$ cat config.mk
export PLATFORM = sky130hd
export DESIGN_NAME = bin_clock_ctrl
export DESIGN_NICKNAME = d
export VERILOG_FILES = /design/src/rtl/bin_clock_ctrl.sv
export SDC_FILE = /design/constraint.sdc
export NUM_CORES = 1
export LEC_CHECK = 0
export CORE_MARGIN = 2
export CORE_UTILIZATION = 60
export CTS_BUF_LIST = sky130_fd_sc_hd__clkbuf_8
export DETAILED_ROUTE_END_ITERATION = 8
export PLACE_DENSITY = 0.83
export SLEW_MARGIN = 20
export SYNTH_ARGS = -nofsm -noshare
export SYNTH_HDL_FRONTEND = slang
export SYNTH_SLANG_ARGS = --single-unit
$ cat constraint.sdc
create_clock -name clk_i -period 3.05 [get_ports clk_i]
set_input_delay 0.4575 -clock clk_i [delete_from_list [all_inputs] [get_ports clk_i]]
set_output_delay 0.4575 -clock clk_i [all_outputs]
set_load 0.03 [all_outputs]
$ cat src/rtl/bin_clock_ctrl.sv
// bin_clock_ctrl: front-end controller for the binary clock time core.
//   - 1 Hz time-base tick with hold (freeze) and deferral around adjust pulses
//   - 2-flop synchroniser and per-bit debounce for the six set buttons
//   - single-owner arbitration (hour > min > sec) of the adjust path
//   - one-cycle adjust pulses with hold-to-repeat
//
// Optional feature macro: BIN_CLOCK_ACCEL_EN
//   defined   : after 8 consecutive repeat pulses the repeat interval shrinks
//               to REPEAT_CYCLES/4 (minimum 1)
//   undefined : repeat interval is always REPEAT_CYCLES
//
// Ports:
//   clk_i        system clock
//   rstn_i       asynchronous active-low reset
//   btn_i[5:0]   raw buttons {hour_inc, hour_dec, min_inc, min_dec, sec_inc, sec_dec}
//   hold_i       freeze the time base (synchronous level)
//   tick_o       one-cycle pulse: advance time by one second
//   adj_field_o  field of the current adjust pulse (0 none, 1 sec, 2 min, 3 hour)
//   adj_up_o     one-cycle increment pulse
//   adj_dn_o     one-cycle decrement pulse
//   busy_o       high while a button owns the adjust path
module bin_clock_ctrl #(
  parameter int unsigned TICK_DIV      = 10_000_000,
  parameter int unsigned DB_CYCLES     = 200_000,
  parameter int unsigned HOLD_CYCLES   = 5_000_000,
  parameter int unsigned REPEAT_CYCLES = 1_000_000
) (
  input  logic       clk_i,
  input  logic       rstn_i,
  input  logic [5:0] btn_i,
  input  logic       hold_i,
  output logic       tick_o,
  output logic [1:0] adj_field_o,
  output logic       adj_up_o,
  output logic       adj_dn_o,
  output logic       busy_o
);

  localparam int unsigned NBTN      = 6;
  localparam int unsigned TICK_W    = (TICK_DIV > 1) ? $clog2(TICK_DIV) : 1;
  localparam int unsigned TICK_LAST = (TICK_DIV > 0) ? TICK_DIV - 1 : 0;
  localparam int unsigned DB_W      = $clog2(DB_CYCLES + 1);
  localparam int unsigned DB_LAST   = (DB_CYCLES > 0) ? DB_CYCLES - 1 : 0;
  localparam int unsigned IVL_MAX   = (HOLD_CYCLES > REPEAT_CYCLES) ? HOLD_CYCLES : REPEAT_CYCLES;
  localparam int unsigned IVL_W     = $clog2(IVL_MAX + 1);
  localparam int unsigned EL_W      = IVL_W + 1;

  localparam logic [1:0] FLD_NONE = 2'd0;
  localparam logic [1:0] FLD_SEC  = 2'd1;
  localparam logic [1:0] FLD_MIN  = 2'd2;
  localparam logic [1:0] FLD_HOUR = 2'd3;

  typedef enum logic [2:0] {
    S_IDLE    = 3'd0,
    S_FIRE    = 3'd1,
    S_WAIT    = 3'd2,
    S_FIRE_R  = 3'd3,
    S_RPT     = 3'd4,
    S_RELEASE = 3'd5
  } state_e;

  state_e state_q, state_d;

  // ---------------------------------------------------------------------------
  // Button synchroniser (2 flops per bit)
  // ---------------------------------------------------------------------------
  logic [NBTN-1:0] sync_q1, sync_q2;

  always_ff @(posedge clk_i or negedge rstn_i) begin
    if (!rstn_i) begin
      sync_q1 <= '0;
      sync_q2 <= '0;
    end else begin
      sync_q1 <= btn_i;
      sync_q2 <= sync_q1;
    end
  end

  // ---------------------------------------------------------------------------
  // Debounce: level flips after DB_CYCLES consecutive differing samples
  // ---------------------------------------------------------------------------
  logic [NBTN-1:0] db_q;
  logic [DB_W-1:0] db_cnt_q [NBTN];

  always_ff @(posedge clk_i or negedge rstn_i) begin
    if (!rstn_i) begin
      db_q <= '0;
      for (int i = 0; i < NBTN; i++) db_cnt_q[i] <= '0;
    end else begin
      for (int i = 0; i < NBTN; i++) begin
        if (sync_q2[i] == db_q[i]) begin
          db_cnt_q[i] <= '0;
        end else if (db_cnt_q[i] == DB_W'(DB_LAST)) begin
          db_q[i]     <= sync_q2[i];
          db_cnt_q[i] <= '0;
        end else begin
          db_cnt_q[i] <= db_cnt_q[i] + DB_W'(1);
        end
      end
    end
  end

  // ---------------------------------------------------------------------------
  // Request decode and fixed-priority arbitration (hour > min > sec)
  // A field requests only when exactly one of its inc/dec is pressed.
  // ---------------------------------------------------------------------------
  logic            hour_req_c, min_req_c, sec_req_c;
  logic            arb_valid_c;
  logic [1:0]      arb_field_c;
  logic            arb_up_c;
  logic [NBTN-1:0] arb_mask_c;

  assign hour_req_c = db_q[5] ^ db_q[4];
  assign min_req_c  = db_q[3] ^ db_q[2];
  assign sec_req_c  = db_q[1] ^ db_q[0];

  always_comb begin
    arb_valid_c = 1'b0;
    arb_field_c = FLD_NONE;
    arb_up_c    = 1'b0;
    arb_mask_c  = '0;
    if (hour_req_c) begin
      arb_valid_c = 1'b1;
      arb_field_c = FLD_HOUR;
      arb_up_c    = db_q[5];
      arb_mask_c  = db_q[5] ? 6'b10_0000 : 6'b01_0000;
    end else if (min_req_c) begin
      arb_valid_c = 1'b1;
      arb_field_c = FLD_MIN;
      arb_up_c    = db_q[3];
      arb_mask_c  = db_q[3] ? 6'b00_1000 : 6'b00_0100;
    end else if (sec_req_c) begin
      arb_valid_c = 1'b1;
      arb_field_c = FLD_SEC;
      arb_up_c    = db_q[1];
      arb_mask_c  = db_q[1] ? 6'b00_0010 : 6'b00_0001;
    end
  end

  // Owner is latched only on the IDLE -> FIRE transition
  logic [1:0]      owner_field_q;
  logic            owner_up_q;
  logic [NBTN-1:0] owner_mask_q;
  logic            owner_held_c;

  always_ff @(posedge clk_i or negedge rstn_i) begin
    if (!rstn_i) begin
      owner_field_q <= FLD_NONE;
      owner_up_q    <= 1'b0;
      owner_mask_q  <= '0;
    end else if (state_q == S_IDLE && arb_valid_c) begin
      owner_field_q <= arb_field_c;
      owner_up_q    <= arb_up_c;
      owner_mask_q  <= arb_mask_c;
    end
  end

  assign owner_held_c = |(db_q & owner_mask_q);

  // ---------------------------------------------------------------------------
  // Interval counter. The pulse cycle itself is interval cycle 0, so the
  // next pulse state is entered when elapsed cycles reach interval-1.
  // ---------------------------------------------------------------------------
  logic [IVL_W-1:0] ivl_cnt_q;
  logic [EL_W-1:0]  ivl_elapsed_c;
  logic [EL_W-1:0]  rpt_ivl_c;
  logic             wait_done_c, rpt_done_c;

  always_ff @(posedge clk_i or negedge rstn_i) begin
    if (!rstn_i) begin
      ivl_cnt_q <= '0;
    end else if (state_q == S_FIRE || state_q == S_FIRE_R) begin
      ivl_cnt_q <= '0;
    end else if (state_q == S_WAIT || state_q == S_RPT) begin
      ivl_cnt_q <= ivl_cnt_q + IVL_W'(1);
    end
  end

`ifdef BIN_CLOCK_ACCEL_EN
  localparam int unsigned FAST_IVL = (REPEAT_CYCLES / 4 < 1) ? 1 : REPEAT_CYCLES / 4;

  // Consecutive repeat pulses since the first press, saturating at 8
  logic [3:0] rpt_cnt_q;

  always_ff @(posedge clk_i or negedge rstn_i) begin
    if (!rstn_i) begin
      rpt_cnt_q <= '0;
    end else if (state_q == S_FIRE) begin
      rpt_cnt_q <= '0;
    end else if (state_q == S_FIRE_R && rpt_cnt_q != 4'd8) begin
      rpt_cnt_q <= rpt_cnt_q + 4'd1;
    end
  end

  assign rpt_ivl_c = (rpt_cnt_q == 4'd8) ? EL_W'(FAST_IVL) : EL_W'(REPEAT_CYCLES);
`else
  assign rpt_ivl_c = EL_W'(REPEAT_CYCLES);
`endif

  assign ivl_elapsed_c = EL_W'(ivl_cnt_q) + EL_W'(1);
  assign wait_done_c   = (ivl_elapsed_c >= EL_W'(HOLD_CYCLES - 1));
  assign rpt_done_c    = (ivl_elapsed_c >= (rpt_ivl_c - EL_W'(1)));

  // ---------------------------------------------------------------------------
  // FSM: state register
  // ---------------------------------------------------------------------------
  always_ff @(posedge clk_i or negedge rstn_i) begin
    if (!rstn_i) state_q <= S_IDLE;
    else         state_q <= state_d;
  end

  // FSM: next-state logic (release wins over interval expiry)
  always_comb begin
    state_d = state_q;
    unique case (state_q)
      S_IDLE:    if (arb_valid_c) state_d = S_FIRE;
      S_FIRE:    state_d = S_WAIT;
      S_WAIT: begin
        if (!owner_held_c)    state_d = S_RELEASE;
        else if (wait_done_c) state_d = S_FIRE_R;
      end
      S_FIRE_R:  state_d = S_RPT;
      S_RPT: begin
        if (!owner_held_c)   state_d = S_RELEASE;
        else if (rpt_done_c) state_d = S_FIRE_R;
      end
      S_RELEASE: if (db_q == '0) state_d = S_IDLE;
      default:   state_d = S_IDLE;
    endcase
  end

  // FSM: output decode (registered below)
  logic       pulse_c;
  logic [1:0] field_c;
  logic       up_c, dn_c, busy_c;

  always_comb begin
    pulse_c = 1'b0;
    field_c = FLD_NONE;
    up_c    = 1'b0;
    dn_c    = 1'b0;
    busy_c  = (state_d != S_IDLE);
    if (state_q == S_FIRE || state_q == S_FIRE_R) begin
      pulse_c = 1'b1;
      field_c = owner_field_q;
      up_c    = owner_up_q;
      dn_c    = ~owner_up_q;
    end
  end

  // ---------------------------------------------------------------------------
  // Time base. A tick colliding with an adjust pulse is deferred via a
  // pending flag; the counter phase is never disturbed by the deferral.
  // ---------------------------------------------------------------------------
  logic [TICK_W-1:0] tb_cnt_q;
  logic              tb_last_c, tick_req_c, tick_c, tick_pend_q;

  assign tb_last_c  = (tb_cnt_q == TICK_W'(TICK_LAST));
  assign tick_req_c = ~hold_i & tb_last_c;
  assign tick_c     = (tick_req_c | tick_pend_q) & ~pulse_c;

  always_ff @(posedge clk_i or negedge rstn_i) begin
    if (!rstn_i) begin
      tb_cnt_q    <= '0;
      tick_pend_q <= 1'b0;
    end else begin
      if (!hold_i) tb_cnt_q <= tb_last_c ? '0 : tb_cnt_q + TICK_W'(1);
      tick_pend_q <= (tick_req_c | tick_pend_q) & pulse_c;
    end
  end

  // Output registers
  always_ff @(posedge clk_i or negedge rstn_i) begin
    if (!rstn_i) begin
      tick_o      <= 1'b0;
      adj_field_o <= FLD_NONE;
      adj_up_o    <= 1'b0;
      adj_dn_o    <= 1'b0;
      busy_o      <= 1'b0;
    end else begin
      tick_o      <= tick_c;
      adj_field_o <= field_c;
      adj_up_o    <= up_c;
      adj_dn_o    <= dn_c;
      busy_o      <= busy_c;
    end
  end

endmodule

Cell density map:
The die is cut into 13 by 13 equal tiles; white is low, dark blue is high, 0 to 100% covered.
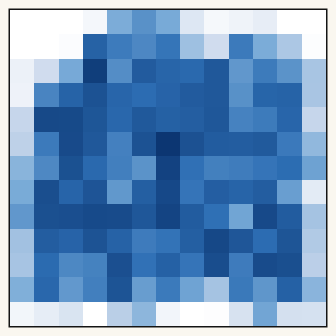
tiles over 75% full	42%
emptiest ninth of the die	north-west
nearly empty tiles	7.1%
fullest tile	98%
mean over tiles	59%
Core Region: 15770 um^2
fp util: 0.6079

Placed standard cells:
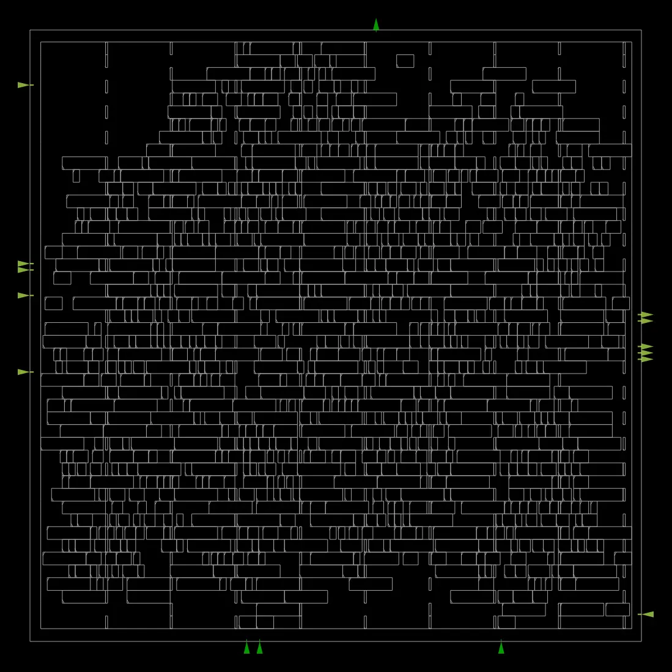
Layout Cells excl Fill: 1254
post-layout util: 0.6559
Tap Count: 216

==> results.sh <==
# implementation run metrics
export IMPL_crit_end="busy_o$_DFF_PN0_"
export IMPL_dp_hpwl_mm=11.76
export IMPL_critPathLaunchType="register"
export IMPL_detail_route_wl_per_cell_um=13.73
export IMPL_cts_setup_buffers=0
export IMPL_die_size_x_um=130.4
export IMPL_yosysSeqAreaShare=0.5012
export IMPL_grt_total_usage=0.2215
export IMPL_clk_path_buf_depth=2
export IMPL_drc=0
export IMPL_p_total_uw=4482
export IMPL_nonClkBufAreaFrac=0.02335
export IMPL_syn_area_per_cell_um2=9.454
export IMPL_cp_slowest_cell="dfrtp_1"
export IMPL_drv_cap=0
export IMPL_path_buffers=0
export IMPL_power_leakage_uw=0.004551
export IMPL_yosys_top_cells_count="dfrtp_1, nor2_1, nand2_1"
export IMPL_numSequentialCells=192
export IMPL_dominant_cell_class="registers"
export IMPL_crit_arrival_ps=3200
export IMPL_reg2reg_to="busy_o$_DFF_PN0_"
export IMPL_ctsHoldBuffers=1
export IMPL_worstHoldStart="sync_q1[1]$_DFF_PN0_"
export IMPL_power_combinational_uw=180
export IMPL_antenna_found_initial=0
export IMPL_holdCritPathClass="register to register"
export IMPL_drv_slew=0
export IMPL_placed_area_um2=9947
export IMPL_cts_root_buf="clkbuf_8"
export IMPL_r2r_start="ivl_cnt_q[1]$_DFFE_PN0P_"
export IMPL_power_density_cell_area_nw_per_um2=433.3
export IMPL_synthMuxAreaShare=0.005873
export IMPL_power_net_switching_uw=1135
export IMPL_tritoncts="yes"
export IMPL_worst_hold_slack_ps=357.5
export IMPL_ff_type="dfrtp_1"
export IMPL_worst_ir_drop_vdd_uv=356.5
export IMPL_synth_distinct_cells=61
export IMPL_final_clk_cell_share=0.03738
export IMPL_syn_num_nets=1041
export IMPL_simple_gate_area_frac=0.2550
export IMPL_top_cells_by_area="dfrtp_1, nor2_1, xnor2_1"
export IMPL_place_ws_ps=227.7
export IMPL_grt_use_met1=0.3054
export IMPL_met3_usage=0.04031
export IMPL_outcome="complete, no violations"
export IMPL_logic_gate_count=754
export IMPL_sh_seq_area=0.4645
export IMPL_routed_top_layer="met4"
export IMPL_synthArstFlopShare=1.000
export IMPL_yosys_area_top_type="dfrtp_1"
export IMPL_warning_count=33
export IMPL_period_minus_slack_ps=2852
export IMPL_fin_ws_ps=198.2
export IMPL_htree_num_levels=4
export IMPL_clk_latency_ps=470
export IMPL_route_antenna_remaining_nets=0
export IMPL_vias=7059
export IMPL_non_clock_buffer_count=25
export IMPL_dr_pass1_iters=5
export IMPL_port_buffers=14
export IMPL_combPwrFrac=0.040
export IMPL_yosys_area_um2=9587
export IMPL_ys_warn_count=0
export IMPL_whs_path_depth=0
export IMPL_p_clk_uw=1630
export IMPL_whs_endpoint="sync_q2[1]$_DFF_PN0_"
export IMPL_comb_area_frac=0.4359
export IMPL_dieArea_um2=17010
export IMPL_wl_met1_mm=8.116
